===== config.mk =====
export PLATFORM = sky130hd
export DESIGN_NAME = pipe_ctrl_unit
export DESIGN_NICKNAME = d
export VERILOG_FILES = /design/src/rtl/pipe_ctrl_unit.sv
export SDC_FILE = /design/constraint.sdc
export NUM_CORES = 1
export LEC_CHECK = 0
export ABC_CLOCK_PERIOD_IN_PS = 2150
export CORE_ASPECT_RATIO = 0.8
export CORE_UTILIZATION = 43
export DETAILED_ROUTE_END_ITERATION = 8
export GPL_ROUTABILITY_DRIVEN = 0
export HOLD_SLACK_MARGIN = 0.15
export PLACE_DENSITY_LB_ADDON = 0.3
export SLEW_MARGIN = 30
export SYNTH_ARGS = -nofsm -noshare
export SYNTH_HDL_FRONTEND = slang
export SYNTH_SLANG_ARGS = --single-unit

===== constraint.sdc =====
create_clock -name clk -period 2.15 [get_ports clk]
set_input_delay 0.43 -clock clk [delete_from_list [all_inputs] [get_ports clk]]
set_output_delay 0.43 -clock clk [all_outputs]
set_load 0.03 [all_outputs]

===== src/rtl/pipe_ctrl_unit.sv =====
// -----------------------------------------------------------------------------
// pipe_ctrl_unit
//
// Decode-to-execute control for a small RV32 pipeline. The instruction in
// decode is decoded combinationally into a 24-bit control bundle. That bundle
// is registered into the EX slot, together with rd, the RV32M info and an
// illegal flag. The unit also inserts load-use bubbles and holds EX for the
// full latency of an iterative divide.
//
// Ports
//   clk           rising-edge clock
//   rst           synchronous, active-high reset
//   id_valid      id_inst holds a valid instruction
//   id_inst       instruction in decode
//   ex_stall      EX cannot accept; hold the EX registers
//   flush         kill the EX slot (branch/trap redirect)
//   id_ready      decode instruction is consumed this cycle
//   ex_valid      EX slot holds an instruction
//   ex_ctrl       registered control bundle, MSB..LSB:
//                 {mret, csr_write, csr_inst_type[1:0], csr_imm_inst, ecall,
//                  ebreak, b_inst, alu_op[3:0], rf_write_data[3:0],
//                  mem_op[1:0], pc_write, pc_src, alu_src_b, alu_src_a,
//                  rf_write, mem_write}
//   ex_rd         destination register of the EX instruction
//   ex_md_valid   EX instruction is RV32M
//   ex_md_funct3  RV32M operation select
//   ex_illegal    EX instruction is illegal (its ex_ctrl is all zero)
//
// FSM
//   state    | meaning
//   ST_RUN   | EX advances every non-stalled cycle
//   ST_DIV   | divide occupies EX; div_cnt counts down to its last cycle
// -----------------------------------------------------------------------------
module pipe_ctrl_unit #(
  parameter int MULDIV_EN  = 1,
  parameter int DIV_CYCLES = 33,
  parameter int HAZARD_EN  = 1
) (
  input  logic        clk,
  input  logic        rst,
  input  logic        id_valid,
  input  logic [31:0] id_inst,
  input  logic        ex_stall,
  input  logic        flush,
  output logic        id_ready,
  output logic        ex_valid,
  output logic [23:0] ex_ctrl,
  output logic [4:0]  ex_rd,
  output logic        ex_md_valid,
  output logic [2:0]  ex_md_funct3,
  output logic        ex_illegal
);

  // opcodes
  localparam logic [6:0] OPC_LUI    = 7'b0110111;
  localparam logic [6:0] OPC_AUIPC  = 7'b0010111;
  localparam logic [6:0] OPC_JAL    = 7'b1101111;
  localparam logic [6:0] OPC_JALR   = 7'b1100111;
  localparam logic [6:0] OPC_BRANCH = 7'b1100011;
  localparam logic [6:0] OPC_LOAD   = 7'b0000011;
  localparam logic [6:0] OPC_STORE  = 7'b0100011;
  localparam logic [6:0] OPC_OPIMM  = 7'b0010011;
  localparam logic [6:0] OPC_OP     = 7'b0110011;
  localparam logic [6:0] OPC_FENCE  = 7'b0001111;
  localparam logic [6:0] OPC_SYSTEM = 7'b1110011;

  // ALU operation select
  localparam logic [3:0] ALU_ADD   = 4'd0;
  localparam logic [3:0] ALU_SUB   = 4'd1;
  localparam logic [3:0] ALU_SLL   = 4'd2;
  localparam logic [3:0] ALU_SLT   = 4'd3;
  localparam logic [3:0] ALU_SLTU  = 4'd4;
  localparam logic [3:0] ALU_XOR   = 4'd5;
  localparam logic [3:0] ALU_SRL   = 4'd6;
  localparam logic [3:0] ALU_SRA   = 4'd7;
  localparam logic [3:0] ALU_OR    = 4'd8;
  localparam logic [3:0] ALU_AND   = 4'd9;
  localparam logic [3:0] ALU_COPYB = 4'd10;

  // register-file write data select
  localparam logic [3:0] RFW_ALU = 4'd0;
  localparam logic [3:0] RFW_LB  = 4'd1;
  localparam logic [3:0] RFW_LH  = 4'd2;
  localparam logic [3:0] RFW_LW  = 4'd3;
  localparam logic [3:0] RFW_LBU = 4'd4;
  localparam logic [3:0] RFW_LHU = 4'd5;
  localparam logic [3:0] RFW_PC4 = 4'd6;
  localparam logic [3:0] RFW_CSR = 4'd7;

  // memory access size
  localparam logic [1:0] MEM_NONE = 2'd0;
  localparam logic [1:0] MEM_B    = 2'd1;
  localparam logic [1:0] MEM_H    = 2'd2;
  localparam logic [1:0] MEM_W    = 2'd3;

  localparam logic [5:0] DIV_LOAD = 6'(DIV_CYCLES - 1);

  typedef struct packed {
    logic       mret;
    logic       csr_write;
    logic [1:0] csr_inst_type;
    logic       csr_imm_inst;
    logic       ecall;
    logic       ebreak;
    logic       b_inst;
    logic [3:0] alu_op;
    logic [3:0] rf_write_data;
    logic [1:0] mem_op;
    logic       pc_write;
    logic       pc_src;
    logic       alu_src_b;
    logic       alu_src_a;
    logic       rf_write;
    logic       mem_write;
  } ctrl_t;

  typedef enum logic {ST_RUN, ST_DIV} state_t;

  function automatic logic [3:0] alu_sel(input logic [2:0] f3, input logic alt);
    logic [3:0] op;
    case (f3)
      3'd0:    op = alt ? ALU_SUB : ALU_ADD;
      3'd1:    op = ALU_SLL;
      3'd2:    op = ALU_SLT;
      3'd3:    op = ALU_SLTU;
      3'd4:    op = ALU_XOR;
      3'd5:    op = alt ? ALU_SRA : ALU_SRL;
      3'd6:    op = ALU_OR;
      default: op = ALU_AND;
    endcase
    return op;
  endfunction

  logic [6:0]  opc;
  logic [2:0]  f3;
  logic [6:0]  f7;
  logic [4:0]  rd;
  logic [4:0]  rs1;
  logic [4:0]  rs2;
  logic [11:0] imm12;

  assign opc   = id_inst[6:0];
  assign rd    = id_inst[11:7];
  assign f3    = id_inst[14:12];
  assign rs1   = id_inst[19:15];
  assign rs2   = id_inst[24:20];
  assign f7    = id_inst[31:25];
  assign imm12 = id_inst[31:20];

  ctrl_t dc;
  logic  dec_illegal;
  logic  dec_md;
  logic  dec_load;
  logic  use_rs1;
  logic  use_rs2;

  always_comb begin
    dc          = '0;
    dec_illegal = 1'b0;
    dec_md      = 1'b0;
    dec_load    = 1'b0;
    use_rs1     = 1'b1;
    use_rs2     = 1'b0;
    case (opc)
      OPC_LUI: begin
        use_rs1      = 1'b0;
        dc.alu_op    = ALU_COPYB;
        dc.alu_src_b = 1'b1;
        dc.rf_write  = 1'b1;
      end
      OPC_AUIPC: begin
        use_rs1      = 1'b0;
        dc.alu_op    = ALU_ADD;
        dc.alu_src_b = 1'b1;
        dc.rf_write  = 1'b1;
      end
      OPC_JAL: begin
        use_rs1          = 1'b0;
        dc.pc_write      = 1'b1;
        dc.alu_src_b     = 1'b1;
        dc.rf_write_data = RFW_PC4;
        dc.rf_write      = 1'b1;
      end
      OPC_JALR: begin
        dc.pc_write      = 1'b1;
        dc.pc_src        = 1'b1;
        dc.alu_src_a     = 1'b1;
        dc.alu_src_b     = 1'b1;
        dc.rf_write_data = RFW_PC4;
        dc.rf_write      = 1'b1;
      end
      OPC_BRANCH: begin
        use_rs2      = 1'b1;
        dc.b_inst    = 1'b1;
        dc.alu_src_a = 1'b1;
        case (f3)
          3'd0, 3'd1: dc.alu_op = ALU_SUB;
          3'd4, 3'd5: dc.alu_op = ALU_SLT;
          3'd6, 3'd7: dc.alu_op = ALU_SLTU;
          default:    dec_illegal = 1'b1;
        endcase
      end
      OPC_LOAD: begin
        dec_load     = 1'b1;
        dc.alu_src_a = 1'b1;
        dc.alu_src_b = 1'b1;
        dc.rf_write  = 1'b1;
        case (f3)
          3'd0: begin dc.rf_write_data = RFW_LB;  dc.mem_op = MEM_B; end
          3'd1: begin dc.rf_write_data = RFW_LH;  dc.mem_op = MEM_H; end
          3'd2: begin dc.rf_write_data = RFW_LW;  dc.mem_op = MEM_W; end
          3'd4: begin dc.rf_write_data = RFW_LBU; dc.mem_op = MEM_B; end
          3'd5: begin dc.rf_write_data = RFW_LHU; dc.mem_op = MEM_H; end
          default: dec_illegal = 1'b1;
        endcase
      end
      OPC_STORE: begin
        use_rs2      = 1'b1;
        dc.alu_src_a = 1'b1;
        dc.alu_src_b = 1'b1;
        dc.mem_write = 1'b1;
        case (f3)
          3'd0:    dc.mem_op = MEM_B;
          3'd1:    dc.mem_op = MEM_H;
          3'd2:    dc.mem_op = MEM_W;
          default: dec_illegal = 1'b1;
        endcase
      end
      OPC_OPIMM: begin
        dc.alu_src_a = 1'b1;
        dc.alu_src_b = 1'b1;
        dc.rf_write  = 1'b1;
        // imm[10] only selects SRAI; for the other ops it is immediate data
        dc.alu_op    = alu_sel(f3, (f3 == 3'd5) && f7[5]);
        if (f3 == 3'd1 && f7 != 7'b0000000) begin
          dec_illegal = 1'b1;
        end
        if (f3 == 3'd5 && f7 != 7'b0000000 && f7 != 7'b0100000) begin
          dec_illegal = 1'b1;
        end
      end
      OPC_OP: begin
        use_rs2      = 1'b1;
        dc.alu_src_a = 1'b1;
        dc.rf_write  = 1'b1;
        if (f7 == 7'b0000001) begin
          if (MULDIV_EN != 0) begin
            dec_md = 1'b1;
          end else begin
            dec_illegal = 1'b1;
          end
        end else begin
          dc.alu_op = alu_sel(f3, f7[5]);
        end
      end
      OPC_FENCE: begin
        // single-hart, in-order memory: FENCE needs no action
      end
      OPC_SYSTEM: begin
        if (f3 == 3'd0) begin
          case (imm12)
            12'h000: dc.ecall  = 1'b1;
            12'h001: dc.ebreak = 1'b1;
            12'h302: dc.mret   = 1'b1;
            default: ;
          endcase
        end else if (f3[1:0] != 2'b00) begin
          // CSRRS/CSRRC with rs1/uimm = 0 are pure reads
          dc.csr_inst_type = f3[1:0];
          dc.csr_imm_inst  = f3[2];
          dc.csr_write     = (f3[1:0] == 2'b01) || (rs1 != 5'd0);
          dc.alu_src_a     = !f3[2];
          dc.rf_write_data = RFW_CSR;
          dc.rf_write      = 1'b1;
        end
      end
      default: dec_illegal = 1'b1;
    endcase

    if (rd == 5'd0) begin
      dc.rf_write = 1'b0;
    end
    if (dec_illegal) begin
      dc       = '0;
      dec_md   = 1'b0;
      dec_load = 1'b0;
    end
  end

  // EX registers and FSM state
  state_t     state;
  state_t     state_nxt;
  logic [5:0] div_cnt;
  logic [5:0] cnt_nxt;
  ctrl_t      ex_ctrl_q;
  logic       ex_load;
  logic       load_use;
  logic       ex_load_en;
  logic       ex_bubble;
  logic       div_busy;

  assign load_use = (HAZARD_EN != 0) && ex_valid && ex_load && (ex_rd != 5'd0) &&
                    ((use_rs1 && rs1 == ex_rd) || (use_rs2 && rs2 == ex_rd));

  assign div_busy = (state == ST_DIV) && (div_cnt != 6'd0);
  assign id_ready = !ex_stall && !load_use && !div_busy;
  assign ex_ctrl  = ex_ctrl_q;

  always_comb begin
    state_nxt  = state;
    cnt_nxt    = div_cnt;
    ex_load_en = 1'b0;
    ex_bubble  = 1'b0;
    if (flush) begin
      state_nxt = ST_RUN;
      cnt_nxt   = 6'd0;
      ex_bubble = 1'b1;
    end else if (div_busy) begin
      // the divider keeps counting even while EX is stalled
      cnt_nxt = div_cnt - 6'd1;
    end else if (ex_stall) begin
      state_nxt = state;
    end else if (id_valid && id_ready) begin
      ex_load_en = 1'b1;
      if (dec_md && f3[2]) begin
        state_nxt = ST_DIV;
        cnt_nxt   = DIV_LOAD;
      end else begin
        state_nxt = ST_RUN;
      end
    end else begin
      ex_bubble = 1'b1;
      state_nxt = ST_RUN;
    end
  end

  always_ff @(posedge clk) begin
    if (rst) begin
      state        <= ST_RUN;
      div_cnt      <= 6'd0;
      ex_valid     <= 1'b0;
      ex_ctrl_q    <= '0;
      ex_rd        <= 5'd0;
      ex_md_valid  <= 1'b0;
      ex_md_funct3 <= 3'd0;
      ex_illegal   <= 1'b0;
      ex_load      <= 1'b0;
    end else begin
      state   <= state_nxt;
      div_cnt <= cnt_nxt;
      if (ex_bubble) begin
        ex_valid     <= 1'b0;
        ex_ctrl_q    <= '0;
        ex_rd        <= 5'd0;
        ex_md_valid  <= 1'b0;
        ex_md_funct3 <= 3'd0;
        ex_illegal   <= 1'b0;
        ex_load      <= 1'b0;
      end else if (ex_load_en) begin
        ex_valid     <= 1'b1;
        ex_ctrl_q    <= dc;
        ex_rd        <= rd;
        ex_md_valid  <= dec_md;
        ex_md_funct3 <= dec_md ? f3 : 3'd0;
        ex_illegal   <= dec_illegal;
        ex_load      <= dec_load;
      end
    end
  end

endmodule

Fig. 1: run 1, where the registers sit
Other sequential cells in the stronger grey, the rest of the logic in the fainter grey.
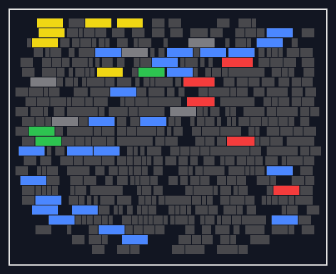
colour	signal	placed flops
yellow	`div_cnt`	6
blue	`ex_ctrl`	23
red	`ex_rd`	5
green	`ex_md_funct3`	3

Fig. 2: run 1, gate families picked out
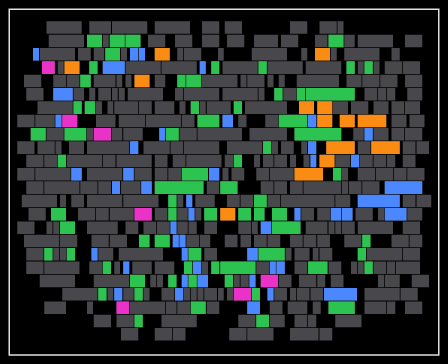
colour	family	cells	most used
blue	NOR gates	47	nor2_1
orange	XOR/XNOR gates	14	xnor2_1
green	inverting AOI/OAI gates	68	a21oi_1
magenta	AND-OR and OR-AND gates	7	o21a_1
Post-Layout Cell Count: 532
most numerous logic cell after layout: buf_4

Fig. 3: run 1, placed cells, one colour a class
Scale bar: 20 um. Fill, decap, tap and diode cells in grey.
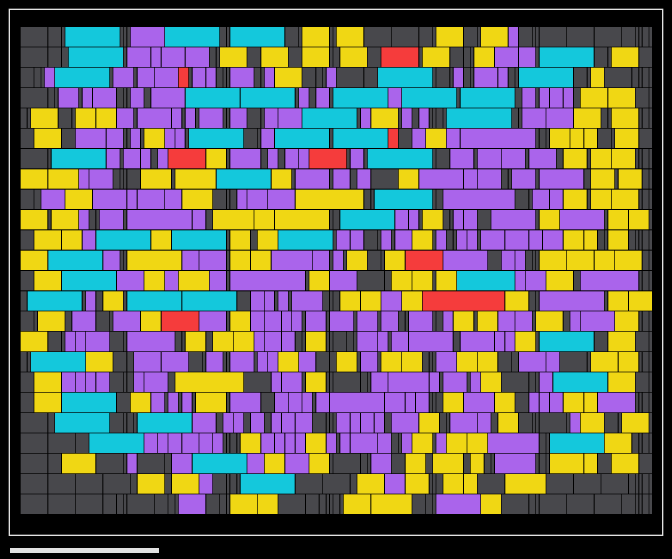
colour	class	cells	share of their area
yellow	other buffers and delay cells	155	34%
red	clock drivers and dummy loads	8	2.6%
purple	all other logic	249	43%
cyan	flip-flops	42	21%
design area: 0.00423 sq mm
sequential cell area share: 20.1%
Finished Core Util: 76.5%
core area: 0.00553 sq mm

==> reports/metrics.cfg, run 1 <==
[final_timing]
worst_slew_pin_slew_ns = 0.504
timing.fmax_ghz = 0.440
fin_ws_ns = -0.122
final_period_utilization_pct = 106
max-slew-margin-rel_pct = 66.3
finalHoldViolCount = 0
worst_clock_skew_ns = 0.00350
finalSetupViolations = 10

[status]
outcome = complete, but fails checks
violations = setup timing

[route]
post-route-drc-count = 0
detail_route.wirelength_um = 9530
top_layer_in_use = met4
routed_wire_length_per_instance_um = 17.9
met2RoutedLength_um = 4510
avg_vias_per_cell = 5.81
num_vias = 3090
met1_length_um = 3980
met3_length_um = 758

[die]
floorplan.core_util_pct = 45.3
die_height_um = 70.2
die_width_um = 87.3
dieArea_sq_mm = 0.00613

[clocking]
postCtsSetupRepairBufs = 16
cts.path.max_buffers = 2
clock_tree_from_tritoncts = done
cts.reportedPaths.clkPinSlew_ns = 0.08
cts-buffers-inserted = 5
clock-root-buffer = clkbuf_8
clkLatencyLatePin_ns = 0.30

[setup_path]
cpLargestDelayFamily = AND-OR/OR-AND gates
cp_num_buf_inv = 1
slowest_stage = dfxtp_4
crit_path_start_kind = flip-flop
cell_breakdown_of_the_critical_path = xnor2_2 -> nand4_1 -> a2111oi_4 -> o2111ai_4 -> and2_4 -> buf_6
cp_data_required_time_ns = 1.72
worst-endpoint-arrival_ns = 1.84

[grt]
grt_remaining_overflow = 0
grt_first_pass_wirelength_um = 13600
grt.busiest_layer = met2
grt_use_total_pct = 28.5
grt_max_degree = 27
grt_antenna_before_repair = 0
grt_util_met2_pct = 44.3

[power_and_ir_drop]
seq-power_mw = 0.782
pd_cells_mw_per_mm2 = 421
maxPowerGroup = registers
pg_clk_mw = 0.626
p_comb_share_pct = 20.8

[synthesis]
dominantRegCellSynth = dfxtp_1
synth_chip_area_sq_mm = 0.00250
number_of_storage_elements_in_the_synthesis_netlist = 42
post_synth_main_area_contributors = dfxtp_1 (34%), nand2_1 (8.3%), a21oi_1 (6.8%)
synth-edff-count = 0
syn_area_sq_mm = 0.00250
synthArstFlopShare_pct = 0
synth_cells = 315
postSynthNetCount = 354
yosys_warnings = 0
yosys.cell_count.top_type = nand2_1
syn_avg_cell_area_sq_um = 7.94
post_synth_most_frequent_cells = nand2_1 (55), dfxtp_1 (42), a21oi_1 (34)

[min_path]
hold_class = reg -> reg

[cells_and_area]
nFillCells = 395
num-nets-final = 492
drive_above_1_share_pct = 34.6
layout_top_cells = buf_4 (73), nand2_1 (53), clkdlybuf4s50_1 (45)

[run]
drv.max_cap_violation_count = 0

[run 1: final cells by class]
type                    count  area, sq um  share of cell area (%)
clock buffers               7         76.3                    1.81
clock inverters             1         30.0                   0.711
inverters                   7         26.3                   0.622
multi-input cells         242         1750                    41.3
flip-flops and latches     42          851                    20.1
well taps                  78         97.6                    2.31
repair buffers            155         1400                    33.1
[run 1: per-stage QoR]
stage               total power, mW  setup slack, ns  instances  instance area (sq um)
global route                   1.83           -0.183        532                   4230
CTS                            1.73           -0.107        526                   3950
detailed placement             1.11           -0.671        502                   3630
global placement               1.10           -0.686        502                   3630
floorplan                     0.942           0.0373        315                   2510
finish                         1.78           -0.122        532                   4230
[run 1: logic make-up (layout without fill, tap and decap cells)]
logic type	after synthesis	after routing	share of synthesized area [%]
xor gates and xnor gates	14	14	4.90
AOI/OAI and AO/OA	75	75	21.8
muxes	1	1	0.400
other	1	1	0.150
adders and majority gates	2	2	1.00
buffers and inverters	31	170	7.40
and+or+nand+nor	149	149	30.8
DFF	42	42	33.6
[run 1: worst min-delay path: stages (launching register included)]
cell and delay (ns):
dfxtp_1 0.31, nand2_1 0.05, a21oi_1 0.05
[run 1: final timing paths]
kind               from          to  slack (ns)  depth (start not counted)
min reg2reg  ex_ctrl[6]  ex_ctrl[6]        0.46                          2
max reg2reg    ex_rd[4]  ex_ctrl[9]       -0.09                          9
max            ex_rd[4]    id_ready       -0.12                          6
min          ex_ctrl[6]  ex_ctrl[6]        0.46                          2
[run 1: flip-flops by register name, summed over array words and instances (netlist names)]
signal,count
ex_ctrl,23
ex_md_valid,1
ex_rd,5
state,1
div_cnt,6
ex_illegal,1
ex_load,1
ex_md_funct3,3
ex_valid,1
Fig. 4: run 1, clock nets
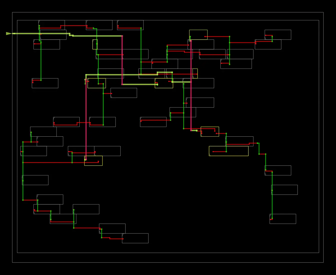

==> inputs of run 2 (changes only) <==
CELL_PAD_IN_SITES_DETAIL_PLACEMENT = 1   (was default)
CELL_PAD_IN_SITES_GLOBAL_PLACEMENT = 1   (was default)
CORE_UTILIZATION = 31   (was 43)
Fig. 5: run 2, clock nets
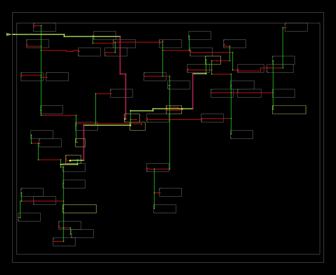
worst-skew pair later-pin latency: 0.32 ns
power attributed to the clock group: 0.801 mW
number of buffers created by CTS: 5

Fig. 6: run 2, layout detail
Region (1, 32) to (51, 82) um. Cells in grey, sequential cells in the stronger grey; small squares are vias.
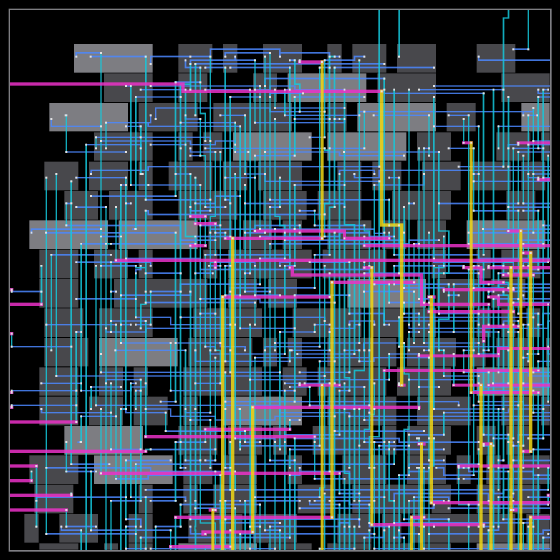
colour	layer
yellow	met4
magenta	met3
cyan	met2
blue	met1
netlist names of flops here include	`div_cnt` (6), `ex_ctrl` (4), `ex_md_funct3` (3)
sequential cells in the window	15
cells with their middle in the window	140
most frequent	nand2_1 (15), dfxtp_1 (15), clkdlybuf4s50_1 (13)

==> reports/metrics.cfg, run 2 <==
[status]
outcome = complete, but fails checks  ; unchanged
violations = setup timing  ; unchanged

[synthesis]
post_synth_main_area_contributors = dfxtp_1 (34%), nand2_1 (8.3%), a21oi_1 (6.8%)  ; unchanged
synth-xor-area-share_pct = 4.90  ; unchanged
ys_sh_adder_pct = 1.00  ; unchanged
synth_top_cell_by_area = dfxtp_1  ; unchanged
synth-edff-count = 0  ; unchanged
ys_cells = 315  ; unchanged
post_synth_most_frequent_cells = nand2_1 (55), dfxtp_1 (42), a21oi_1 (34)  ; unchanged
seq_total_area_yosys_pct = 33.6  ; unchanged
ys_sh_mux_pct = 0.400  ; unchanged
synth.cellmix.simpleShare_pct = 30.8  ; unchanged
yosys_warnings = 0  ; unchanged
syn_area_sq_mm = 0.00250  ; unchanged
synthDominantCellAreaShare_pct = 33.6  ; unchanged
synthArstFlopShare_pct = 0  ; unchanged
synth_cells = 315  ; unchanged
postSynthNetCount = 354  ; unchanged
synth.comb.largest_family = simple AND/OR/NAND/NOR gates  ; unchanged
syn_avg_cell_area_sq_um = 7.94  ; unchanged
compound_area_share_pct = 21.8  ; unchanged
dominantRegCellSynth = dfxtp_1  ; unchanged
number_of_storage_elements_in_the_synthesis_netlist = 42  ; unchanged
synth_chip_area_sq_mm = 0.00250  ; unchanged
yosys.cell_count.top_type = nand2_1  ; unchanged
synth.distinct_cells = 64  ; unchanged

[setup_path]
max_stage_delay_ns = 0.32  ; was 0.40 ns
cp_num_buf_inv = 4  ; was 1
ff2ff_path_depth = 8  ; was 9
worst-setup-path-type = in -> reg  ; was reg -> out
timing.rr.start = div_cnt[3]  ; was ex_rd[4]
cpLargestDelayFamily = buffers and inverters  ; was AND-OR/OR-AND gates
cell_breakdown_of_the_critical_path = clkdlybuf4s15_1 -> xnor2_2 -> nand4_1 -> a2111oi_4 -> o2111ai_4 -> buf_6 -> buf_12 -> and4b_4 -> buf_6 -> nand4_1 -> a21oi_2  ; was xnor2_2 -> nand4_1 -> a2111oi_4 -> o2111ai_4 -> and2_4 -> buf_6
timing.critical_path.depth = 11  ; was 6
worstReg2RegEnd = ex_ctrl[17]  ; was ex_ctrl[9]
startpoint = id_inst[22]  ; was ex_rd[4]
setup.worst_path.end_class = flip-flop  ; was output port
slowest_stage = a2111oi_4  ; was dfxtp_4
critical_path.endpoint = ex_ctrl[17]  ; was id_ready
cp_data_required_time_ns = 2.35  ; was 1.72 ns
crit_path_start_kind = input port  ; was flip-flop
setup.reg_to_reg.worst_slack_ns = -0.29  ; was -0.09 ns
worst-endpoint-arrival_ns = 2.66  ; was 1.84 ns

[power_and_ir_drop]
pd_cells_mw_per_mm2 = 419  ; was 421 mW/mm^2
total_power_mw = 2.09  ; was 1.78 mW

[route]
post-route-drc-count = 0  ; unchanged
met1_length_um = 6170  ; was 3980 um
num_vias = 3429  ; was 3090
met2RoutedLength_um = 7640  ; was 4510 um
met3_length_um = 1120  ; was 758 um
detail_route.wirelength_um = 15800  ; was 9530 um
routed_wire_length_per_instance_um = 27.4  ; was 17.9 um
top_layer_in_use = met4  ; unchanged
dr.first_iter.drc_count = 342  ; was 247
avg_vias_per_cell = 5.95  ; was 5.81

[min_path]
hold_class = reg -> reg  ; unchanged

[cells_and_area]
fin_cells = 576  ; was 532
num-nets-final = 509  ; was 492
drive_above_1_share_pct = 48.8  ; was 34.6%
final_design_area_no_fill_sq_mm = 0.00499  ; was 0.00423 sq mm
n_antenna_cell = 0  ; unchanged
layout_top_cells = buf_4 (69), clkdlybuf4s50_1 (48), nand2_1 (39)  ; was buf_4 (73), nand2_1 (53), clkdlybuf4s50_1 (45)
syn2layout_area_growth_pct = 99.6  ; was 68.8%
final_util_pct = 65.7  ; was 76.5%
layout_top_cell = buf_4  ; unchanged
largest_register_ffs = 23  ; unchanged

[final_timing]
timing.fmax_ghz = 0.406  ; was 0.440 GHz
worst_slew_pin_slew_ns = 0.685  ; was 0.504 ns
fin_ws_ns = -0.313  ; was -0.122 ns
unrepaired_setup_endpoints_after_global_routing = true  ; unchanged
worst_clock_skew_ns = 0.0218  ; was 0.00350 ns
fin_setup_tns_ns = -8.85  ; was -0.426 ns
finalHoldViolCount = 0  ; unchanged
final_period_utilization_pct = 115  ; was 106%
finalSetupViolations = 43  ; was 10
max-slew-margin-rel_pct = 53.9  ; was 66.3%

[clocking]
cts_hold_buffers = 0  ; unchanged
cts.path.max_buffers = 2  ; unchanged
clock_tree_from_tritoncts = done  ; unchanged
clock-root-buffer = clkbuf_8  ; unchanged
cts.reportedPaths.clkPinSlew_ns = 0.09  ; was 0.08 ns
cts_htree_levels = 2  ; unchanged

[die]
ioPinCount = 73  ; unchanged
dieArea_sq_mm = 0.00844  ; was 0.00613 sq mm
floorplan.core_util_pct = 32.9  ; was 45.3%
die_width_um = 102  ; was 87.3 um

[placed_design]
placed_instance_area_sq_mm = 0.00376  ; was 0.00363 sq mm
pre_cts_ws_ns = -0.963  ; was -0.671 ns
post_detail_place_hpwl_um = 7330  ; was 5920 um
portBuffers = 71  ; unchanged
placed_cells_incl_taps = 541  ; was 502

[grt]
grt_antenna_before_repair = 0  ; unchanged
grt_first_pass_wirelength_um = 19200  ; was 13600 um
grt_use_total_pct = 30.8  ; was 28.5%
grt_pass1_vias = 3605  ; was 2873
grt_remaining_overflow = 0  ; unchanged
grt_max_degree = 20  ; was 27
grt.busiest_layer = met2  ; unchanged
grt_util_met2_pct = 55.7  ; was 44.3%
grt.met3_usage_pct = 6.57  ; was 6.15%

[run]
drv.max_cap_violation_count = 0  ; unchanged
warnings = 29  ; unchanged

Fig. 7: run 2, PDN straps and rails
Pins as bars on the die edge.
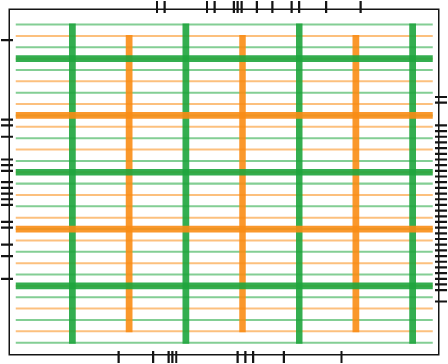
colour	net
green	VSS
orange	VDD
met5 straps	5
signal pins	73
met1 rails	29
rows	28
core area: 0.00760 sq mm
worst vdd ir: 0.335 mV
DIE HEIGHT: 82.4 um

## run 2: cell families (layout without fill, tap and decap cells)
group / Yosys count / in the layout
mux: 1 / 1
simple gates: 149 / 149
fa+ha+maj: 2 / 2
buf+inv: 31 / 187
compound gates: 75 / 75
xor+xnor: 14 / 14
other cells: 1 / 1
flops: 42 / 42
## run 2: repair_timing
item,4_1_cts,5_1_grt
endpoints found under the setup margin,43,43
resized,162,86
hold endpoints to repair,0,0
cloned,5,3
pin swaps,31,43
setup buffers,18,8
## run 2: worst register-to-register path, stage by stage (launching register included)
cell,delay (ns)
dfxtp_1,0.37
nor3_2,0.35
nand3b_1,0.20
and2_1,0.25
nor2_4,0.18
and4b_4,0.45
buf_6,0.17
nand4_1,0.20
a21oi_2,0.20
## run 2: area by class of cell
cell class | count | area (sq um)
inverters | 7 | 26.3
well taps | 105 | 131
multi-input cells | 242 | 2160
fillers | 821 | 2610
clock buffers | 5 | 68.8
clock inverters | 3 | 68.8
repair buffers | 172 | 1690
flip-flops and latches | 42 | 851
## run 2: worst min-delay path by stage
stage / cells after the start / endpoint / slack, ns / from
global placement: 2 / ex_ctrl[23] / 0.44 / ex_ctrl[23]
floorplan: 1 / div_cnt[1] / 0.46 / div_cnt[1]
CTS: 2 / ex_ctrl[23] / 0.47 / ex_ctrl[23]
global route: 2 / ex_md_funct3[1] / 0.48 / ex_md_funct3[1]
detailed placement: 2 / ex_md_funct3[1] / 0.45 / ex_md_funct3[1]
finish: 2 / ex_md_funct3[1] / 0.48 / ex_md_funct3[1]
## run 2: where the power goes
group | leakage (nW) | total [mW] | switching, mW | internal, mW
Combinational | 1.38 | 0.507 | 0.271 | 0.236
Sequential | 0.341 | 0.784 | 0.00551 | 0.779
Clock | 0.0683 | 0.801 | 0.334 | 0.466
Power is estimated from default activity; no workload was simulated.
